File: config.mk
export PLATFORM = sky130hd
export DESIGN_NAME = bcd_updown_counter_n
export DESIGN_NICKNAME = d
export VERILOG_FILES = /design/src/rtl/bcd_updown_counter_n.sv
export SDC_FILE = /design/constraint.sdc
export NUM_CORES = 1
export LEC_CHECK = 0
export CELL_PAD_IN_SITES_DETAIL_PLACEMENT = 1
export CELL_PAD_IN_SITES_GLOBAL_PLACEMENT = 2
export CORE_UTILIZATION = 29
export CTS_CLUSTER_DIAMETER = 120
export DETAILED_ROUTE_END_ITERATION = 16
export PLACE_DENSITY_LB_ADDON = 0.25
export SLEW_MARGIN = 20
export SYNTH_ARGS = -nofsm -noshare
export SYNTH_HDL_FRONTEND = slang
export SYNTH_SLANG_ARGS = --single-unit
File: constraint.sdc
create_clock -name clk -period 1.9 [get_ports clk]
set_clock_uncertainty 0.05 [all_clocks]
set_input_delay 0.19 -clock clk [delete_from_list [all_inputs] [get_ports clk]]
set_output_delay 0.19 -clock clk [all_outputs]
set_load 0.01 [all_outputs]
File: src/rtl/bcd_updown_counter_n.sv
// -----------------------------------------------------------------------------
// bcd_updown_counter_n
//
// Multi-digit BCD up/down counter with a built-in prescaler, a synchronous
// saturating load and per-digit active-low seven-segment decoding.
//
// The prescaler is a free-running PRESCALE_W-bit counter. Its all-ones state
// is the count tick, a one-cycle pulse every 2^PRESCALE_W clk cycles. The
// count advances only on a tick cycle with enable high. A load takes priority
// over counting and does not touch the prescaler.
//
// Parameters
//   DIGITS      number of cascaded BCD digits (1..8)
//   PRESCALE_W  prescaler width; tick period is 2^PRESCALE_W clk (1..32)
//   BLANK_LZ    1: blank leading-zero digits on the segment outputs
//
// Ports
//   clk       in   system clock, rising edge
//   reset     in   asynchronous, active-high reset
//   enable    in   count enable, sampled on tick cycles only
//   up_dn     in   1 = count up, 0 = count down
//   load      in   synchronous load strobe
//   load_val  in   BCD load value, digit 0 in [3:0]; nibbles > 9 load as 9
//   bcd_out   out  current count, one nibble per digit
//   seg7_out  out  active-low {g,f,e,d,c,b,a} per digit, digit 0 in [6:0]
//   tick      out  prescaler strobe
//   tc        out  terminal-count strobe, high the cycle before a wrap
// -----------------------------------------------------------------------------
module bcd_updown_counter_n #(
  parameter int DIGITS     = 2,
  parameter int PRESCALE_W = 22,
  parameter bit BLANK_LZ   = 1'b1
) (
  input  logic                  clk,
  input  logic                  reset,
  input  logic                  enable,
  input  logic                  up_dn,
  input  logic                  load,
  input  logic [4*DIGITS-1:0]   load_val,
  output logic [4*DIGITS-1:0]   bcd_out,
  output logic [7*DIGITS-1:0]   seg7_out,
  output logic                  tick,
  output logic                  tc
);

  localparam int BW = 4 * DIGITS;

  // Active-low seven-segment pattern {g,f,e,d,c,b,a}; non-BCD codes are dark.
  function automatic logic [6:0] seg_decode(input logic [3:0] digit);
    logic [6:0] seg;
    case (digit)
      4'd0:    seg = 7'b1000000;
      4'd1:    seg = 7'b1111001;
      4'd2:    seg = 7'b0100100;
      4'd3:    seg = 7'b0110000;
      4'd4:    seg = 7'b0011001;
      4'd5:    seg = 7'b0010010;
      4'd6:    seg = 7'b0000010;
      4'd7:    seg = 7'b1111000;
      4'd8:    seg = 7'b0000000;
      4'd9:    seg = 7'b0010000;
      default: seg = 7'b1111111;
    endcase
    return seg;
  endfunction

  // Clamp a nibble into the BCD range so the count never holds a non-digit.
  function automatic logic [3:0] sat_bcd(input logic [3:0] digit);
    logic [3:0] res;
    if (digit > 4'd9) begin
      res = 4'd9;
    end else begin
      res = digit;
    end
    return res;
  endfunction

  logic [PRESCALE_W-1:0] presc_q;
  logic [PRESCALE_W-1:0] presc_d;
  logic [BW-1:0]         count_q;
  logic [BW-1:0]         count_d;
  logic [BW-1:0]         count_inc_s;
  logic [BW-1:0]         count_dec_s;
  logic [BW-1:0]         load_sat_s;
  logic                  tick_s;
  logic                  all_nine_s;
  logic                  all_zero_s;
  logic                  term_hit_s;

  // Prescaler next state: plain binary increment, wraps naturally.
  always_comb begin
    presc_d = presc_q + PRESCALE_W'(1'b1);
  end

  // Tick is the prescaler's last state; reset clears the prescaler so it is low.
  always_comb begin
    tick_s = &presc_q;
  end

  // Saturating load value, digit by digit.
  always_comb begin
    load_sat_s = '0;
    for (int k = 0; k < DIGITS; k++) begin
      load_sat_s[4*k +: 4] = sat_bcd(load_val[4*k +: 4]);
    end
  end

  // Decimal increment: a ripple carry enters digit 0; 9 wraps to 0 and
  // passes the carry on, so all-9s rolls over to all-0s.
  always_comb begin
    logic       carry;
    logic [3:0] digit;
    carry       = 1'b1;
    count_inc_s = '0;
    for (int k = 0; k < DIGITS; k++) begin
      digit = count_q[4*k +: 4];
      if (carry) begin
        if (digit >= 4'd9) begin
          count_inc_s[4*k +: 4] = 4'd0;
          carry                 = 1'b1;
        end else begin
          count_inc_s[4*k +: 4] = digit + 4'd1;
          carry                 = 1'b0;
        end
      end else begin
        count_inc_s[4*k +: 4] = digit;
        carry                 = 1'b0;
      end
    end
  end

  // Decimal decrement: a ripple borrow enters digit 0; 0 wraps to 9 and
  // passes the borrow on, so all-0s rolls under to all-9s.
  always_comb begin
    logic       borrow;
    logic [3:0] digit;
    borrow      = 1'b1;
    count_dec_s = '0;
    for (int k = 0; k < DIGITS; k++) begin
      digit = count_q[4*k +: 4];
      if (borrow) begin
        if (digit == 4'd0) begin
          count_dec_s[4*k +: 4] = 4'd9;
          borrow                = 1'b1;
        end else begin
          count_dec_s[4*k +: 4] = digit - 4'd1;
          borrow                = 1'b0;
        end
      end else begin
        count_dec_s[4*k +: 4] = digit;
        borrow                = 1'b0;
      end
    end
  end

  // Terminal-state detection for the carry/borrow-out strobe.
  always_comb begin
    all_nine_s = 1'b1;
    for (int k = 0; k < DIGITS; k++) begin
      if (count_q[4*k +: 4] != 4'd9) begin
        all_nine_s = 1'b0;
      end else begin
        all_nine_s = all_nine_s;
      end
    end
    all_zero_s = (count_q == {BW{1'b0}});
  end

  // Count next state: load beats counting; otherwise count on enabled ticks.
  always_comb begin
    if (load) begin
      count_d = load_sat_s;
    end else if (tick_s && enable) begin
      if (up_dn) begin
        count_d = count_inc_s;
      end else begin
        count_d = count_dec_s;
      end
    end else begin
      count_d = count_q;
    end
  end

  // State registers; reset clears both immediately, independent of clk.
  always_ff @(posedge clk or posedge reset) begin
    if (reset) begin
      presc_q <= '0;
      count_q <= '0;
    end else begin
      presc_q <= presc_d;
      count_q <= count_d;
    end
  end

  // Terminal count is combinational so a cascaded stage sees it in the same
  // cycle as the edge that wraps this one.
  always_comb begin
    term_hit_s = up_dn ? all_nine_s : all_zero_s;
    tc         = tick_s & enable & ~load & term_hit_s;
    tick       = tick_s;
    bcd_out    = count_q;
  end

  // Segment decode with leading-zero blanking. Walk from the top digit down,
  // tracking whether every digit seen so far is zero; digit 0 always shows.
  always_comb begin
    logic       higher_zero;
    logic [3:0] digit;
    higher_zero = 1'b1;
    seg7_out    = '1;
    for (int k = DIGITS - 1; k >= 0; k--) begin
      digit       = count_q[4*k +: 4];
      higher_zero = higher_zero & (digit == 4'd0);
      if (BLANK_LZ && (k != 0) && higher_zero) begin
        seg7_out[7*k +: 7] = 7'b1111111;
      end else begin
        seg7_out[7*k +: 7] = seg_decode(digit);
      end
    end
  end

endmodule

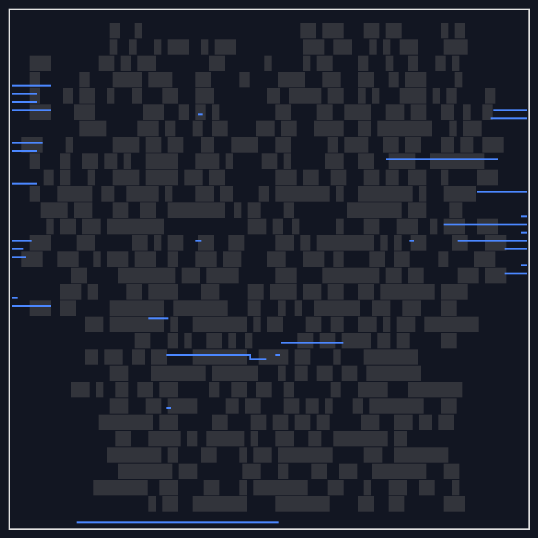
Run 1: met3 routing
Scale: 6 px per um. Cells faint in the background.
The wires run mostly horizontal. The longest straight run is 33.4 um. The layer holds 2.8% of the routed length. The layer carries 183 um of wire. 26 nets have wire on it.

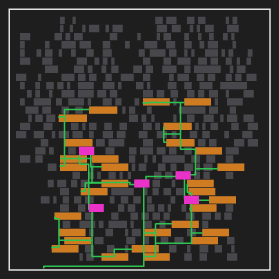
Run 1: routed clock nets over the placement
Scale: 3 px per um.
Orange is flip-flops, count 30. Green is clock wires, length 389 um. Magenta is clock-net drivers, count 5.
There are 6 routed clock nets.

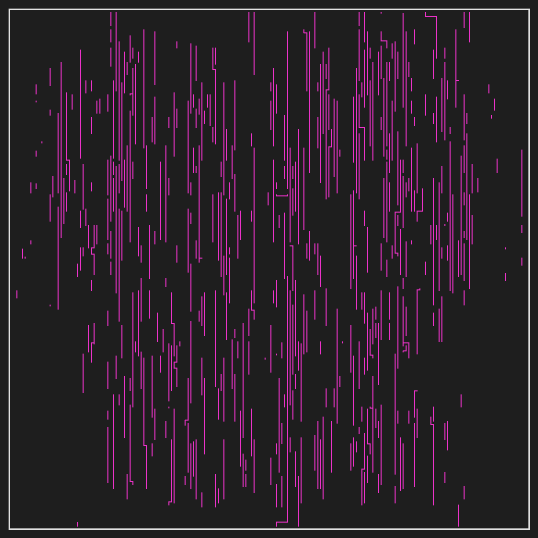
Run 1: signal wires on met2
Scale: 6 px per um.
The wires run mostly vertical. 325 nets have wire on it.

==> flow_metrics.tcl, run 1 <==
# yosys + openroad results
set metrics [dict create \
    synth_cells 234 \
    outcome "complete, but fails checks" \
    nets 373 \
    rsz0062_at_grt "yes" \
    hold_buffers 0 \
    wl_per_cell_um 14.5 \
    first_global_vias 2220 \
    post_synth_ao_oa_area_fraction_pct 13.7 \
    rows 30 \
    crit_path_max_incr_delay_ns 0.46 \
    p_switching_w 0.000748 \
    synth-simple-area-share_pct 25.1 \
    dieHeight_um 86.4 \
    cp.arrival_ns 1.84 \
    die_w_um 86.4 \
    violations "negative setup slack" \
    ys_area_um2 2070 \
    grt.total_usage_pct 17.9 \
    largest_area_cell "dfrtp_1" \
    r2r_start "bcd_out[0]" \
    endpoint_kind "output port" \
    p_leak_nw 1.52 \
    final_common_cell "buf_4" \
    ys_top_cells_by_area "dfrtp_1 (36%), ha_1 (7.9%), xnor2_1 (6.4%)" \
    grt_pass1_wl_um 10600 \
    final.setup.worst_slack_ns -0.180 \
    setup_viol 4 \
    yosysSeqAreaShare_pct 36.3 \
    hold_viol_final 0 \
    gr-total-overflow 0 \
    syn_area_um2 2070 \
    xor_area_share_pct 8.90 \
    fp_util_pct 30.2 \
    rrSetupSlack_ns -0.12 \
    synth-warning-count 0 \
    ioPinCount 37 \
    maxSlewHeadroom_pct 68.7 \
    mux_area_share_pct 4.12 \
    syn_area_per_cell_um2 8.83 \
    antenna_cells 0 \
]
run 1: layout make-up:
| cell class | instances | area, um2 | area share, % |
|---|---|---|---|
| Tap cell | 96 | 120 | 3.62 |
| Multi-Input combinational cell | 184 | 1420 | 42.8 |
| Clock buffer | 6 | 72.6 | 2.19 |
| Sequential cell | 30 | 757 | 22.8 |
| Clock inverter | 2 | 10.0 | 0.302 |
| Inverter | 12 | 45.0 | 1.36 |
| Timing Repair Buffer | 114 | 892 | 26.9 |
run 1: how the worst max path moves through the flow:
stage / slack, ns / end / from
2_1_floorplan: -0.07 / bcd_out[4] / bcd_out[1]
4_1_cts: -0.20 / tc / bcd_out[0]
3_5_place_dp: -0.37 / tc / up_dn
3_3_place_gp: -0.38 / tc / up_dn
5_1_grt: -0.25 / tc / bcd_out[0]
6_report: -0.18 / tc / bcd_out[0]
run 1: what timing repair did:
action                     in CTS  in global routing
setup endpoints to repair      19                 21
setup buffers                   4                  8
cloned                          0                  0
gates resized                  59                 35
pin swaps                       5                  9
run 1: cells in the mapped netlist, types with 3 or more instances:
library cell,instances
nand2b_1,5
mux2i_1,7
and4_1,3
a21oi_1,16
nor2_1,23
nor3_1,5
dfrtp_1,30
a221oi_1,4
clkbuf_1,5
inv_1,11
nand3_1,6
nand4_1,11
xor2_1,6
o21ai_0,10
nand2_1,23
xnor2_1,15
nor4_1,5
ha_1,13
run 1: worst max-delay path: cells and delay by family (launching register included):
family / cells / cell delay (ns)
buf+inv: 2 / 0.25
flops: 1 / 0.41
compound gates: 1 / 0.18
fa+ha+maj: 1 / 0.14
simple gates: 2 / 0.59
run 1: registers in the layout, summed over array words and instances (netlist names):
signal and cells:
bcd_out 8, presc_q 22
run 1: power groups by stage:
stage	combinational [W]	clock, W	sequential (W)
final	0.000971	0.000479	0.000701
after global routing	0.00107	0.000527	0.000705
after CTS	0.000893	0.000496	0.000699
after detailed placement	0.000906	0	0.000707
after global placement	0.000904	0	0.000708
after floorplan	0.000416	0	0.000719
run 1: metrics by stage:
step | TNS, ns | cells
after floorplan | -0.0690 | 234
after detailed placement | -1.10 | 425
final | -0.351 | 444
after global routing | -0.811 | 444
after CTS | -0.372 | 437
after global placement | -1.20 | 425
run 1: metal layers:
layer | share of wire [%] | track usage [%] | vias to the layer above | routed length (um)
met1 | 49 | 24.9 | 1033 | 3150
li1 | - | - | 1067 | -
met5 | 0 | 0 | - | 0
met2 | 47 | 28.9 | 34 | 3020
met3 | 2.8 | 3.05 | 9 | 182
met4 | 1.2 | 4.70 | 0 | 77
run 1: cells by family (layout without fill, tap and decap cells):
kind of cell / after synthesis / in the layout
adders and majority gates: 13 / 13
buffers and inverters: 20 / 134
AOI/OAI and AO/OA: 45 / 45
muxes: 8 / 8
DFF: 30 / 30
and+or+nand+nor: 97 / 97
xor gates and xnor gates: 21 / 21
Run 1, routing congestion:
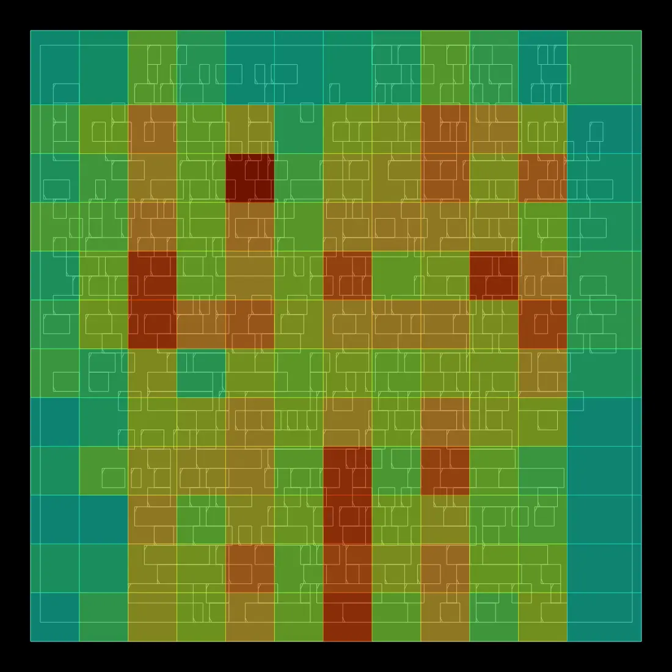

==> run 2, diff against run 1 <==
--- a/config.mk
+++ b/config.mk
@@ -5,13 +5,15 @@
 export SDC_FILE = /design/constraint.sdc
 export NUM_CORES = 1
 export LEC_CHECK = 0
+export ABC_CLOCK_PERIOD_IN_PS = 1900
 export CELL_PAD_IN_SITES_DETAIL_PLACEMENT = 1
 export CELL_PAD_IN_SITES_GLOBAL_PLACEMENT = 2
 export CORE_UTILIZATION = 29
 export CTS_CLUSTER_DIAMETER = 120
 export DETAILED_ROUTE_END_ITERATION = 16
 export PLACE_DENSITY_LB_ADDON = 0.25
-export SLEW_MARGIN = 20
+export REMOVE_ABC_BUFFERS = 1
+export SLEW_MARGIN = 10
 export SYNTH_ARGS = -nofsm -noshare
 export SYNTH_HDL_FRONTEND = slang
 export SYNTH_SLANG_ARGS = --single-unit
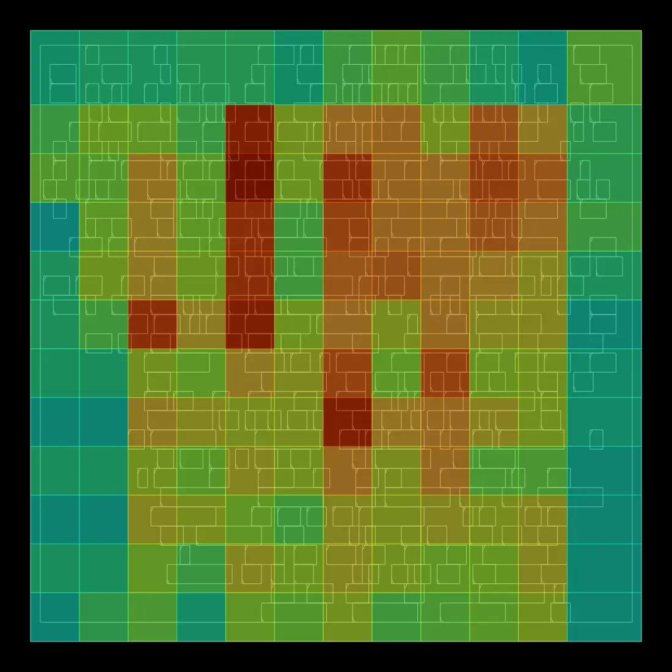
Run 2: routing congestion
GR Util met2: 31.9%
per-cell routed wire length: 15.2 um
met1 usage: 24.6%
Global Route met3 Usage: 3.71%
busiest grt layer: met2

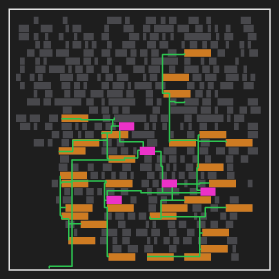
Run 2: routed clock nets over the placement
Scale: 3 px per um.
Green is clock wires, length 461 um. Orange is flip-flops, count 30. Magenta is clock-net drivers, count 5.
There are 6 routed clock nets.

==> run 2 against run 1 <==
Net effect: the run still ends with negative setup slack left; core utilization increased by 2.1 points; final area increased by 4.2%; via count increased by 3.7%; power increased by 12%; first-iteration DRC count increased by 36%; critical path depth increased by 3; sequential power decreased by 1%; wire length increased by 6.1%; synthesized area unchanged.
==> flow_metrics.tcl, run 2 <==
# yosys + openroad results
set metrics [dict create \
    outcome "complete, but fails checks" \
    violations "negative setup slack" \
    synth.most_common_cell "dfrtp_1" \
    syn_area_per_cell_um2 8.83 \
    setup_viol 6 \
    nets 378 \
    ioPinCount 37 \
    fp_util_pct 30.2 \
    grt_pass1_wl_um 10900 \
    largest_reg_flops 22 \
    fin_tns_setup_ns -0.766 \
    largest-register "presc_q" \
    synth-warning-count 0 \
    cp.depth 9 \
    antenna_cells 0 \
    cp.arrival_ns 2.25 \
    die_w_um 86.4 \
    syn_area_um2 2070 \
    crit_path_max_incr_delay_ns 0.47 \
    ys_top_cells_by_area "dfrtp_1 (36%), ha_1 (7.9%), xnor2_1 (6.4%)" \
    common_cells "dfrtp_1 (30), nand2_1 (23), nor2_1 (23)" \
    largest_area_cell "dfrtp_1" \
    synth_cell_types 46 \
    grt.total_usage_pct 18.8 \
    maxSlewHeadroom_pct 69.9 \
    final.setup.worst_slack_ns -0.200 \
    p_leak_nw 1.58 \
    hold_viol_final 0 \
    rsz0062_at_grt "yes" \
    grt_max_degree 31 \
    dieHeight_um 86.4 \
    endpoint_kind "flop" \
    ys_area_um2 2070 \
    synth_cells 234 \
    hold_buffers 0 \
    first_global_vias 2288 \
    yosysSeqAreaShare_pct 36.3 \
]
==> run 2: cell counts after synthesis <==
No cell type changed its count.
==> run 2: repair_timing <==
| item | CTS | global route |
|---|---|---|
| resized | 84 | 34 |
| endpoints found under the hold margin | 0 | 0 |
| pin swaps | 7 | 13 |
| setup buffers | 5 | 11 |
| setup endpoints to repair | 22 | 18 |
==> run 2: worst paths after layout <==
kind                            start         end  slack [ns]
setup / recovery           bcd_out[0]  bcd_out[4]       -0.20
hold / removal                  reset  presc_q[7]        0.25
setup reg to reg           bcd_out[0]  bcd_out[4]       -0.20
hold reg to reg            presc_q[0]  presc_q[1]        0.47
max in group asynchronous       reset  bcd_out[5]        1.26
min in group clk           presc_q[0]  presc_q[1]        0.47
==> run 2: power groups by stage <==
stage	combinational (W)	clock [W]	sequential (W)
global route	0.00116	0.000708	0.000692
detailed placement	0.000926	0	0.000699
CTS	0.000976	0.000677	0.000688
floorplan	0.000366	0	0.000744
global placement	0.000914	0	0.000697
finish	0.00107	0.000657	0.000691
==> run 2: layer usage <==
layer | wire length (um) | share of wire [%] | vias up
met5 | 0 | 0 | -
met4 | 71 | 1.0 | 0
met3 | 188 | 2.8 | 6
met2 | 3340 | 49 | 41
met1 | 3220 | 47 | 1099
li1 | - | - | 1076
==> run 2: cell families (layout without fill, tap and decap cells) <==
kind of cell / count (synthesis) / count (layout) / synth area share (%)
mux: 8 / 8 / 4.12
xor+xnor: 21 / 21 / 8.90
compound gates: 45 / 45 / 13.8
buf+inv: 20 / 138 / 3.88
flops: 30 / 30 / 36.3
fa+ha+maj: 13 / 13 / 7.87
simple gates: 97 / 97 / 25.1
==> run 2: cell type report <==
class / count / area [um2] / share of cell area, %
flip-flops and latches: 30 / 751 / 21.7
clock inverters: 1 / 30.0 / 0.869
multi-input cells: 184 / 1480 / 42.7
well taps: 96 / 120 / 3.47
clock buffers: 6 / 82.6 / 2.39
inverters: 12 / 47.5 / 1.38
repair buffers: 119 / 950 / 27.5
==> run 2: worst reg2reg max path: cells and delay by family (launching register included) <==
family	cells	cell delay (ns)
buf+inv	3	0.36
flops	1	0.40
fa+ha+maj	1	0.13
compound gates	2	0.17
simple gates	2	0.60
mux	1	0.32
==> run 2: per-stage QoR <==
stage / power [W] / setup WS, ns / utilization, % / std cells
2_1_floorplan: 0.00111 / -0.155 / - / 226
4_1_cts: 0.00234 / -0.220 / 48.5 / 440
3_5_place_dp: 0.00162 / -0.423 / 44.5 / 428
5_1_grt: 0.00256 / -0.274 / 50.6 / 448
3_3_place_gp: 0.00161 / -0.431 / 44.5 / 428
6_report: 0.00242 / -0.200 / 50.6 / 448
Power is estimated from default activity; no workload was simulated.
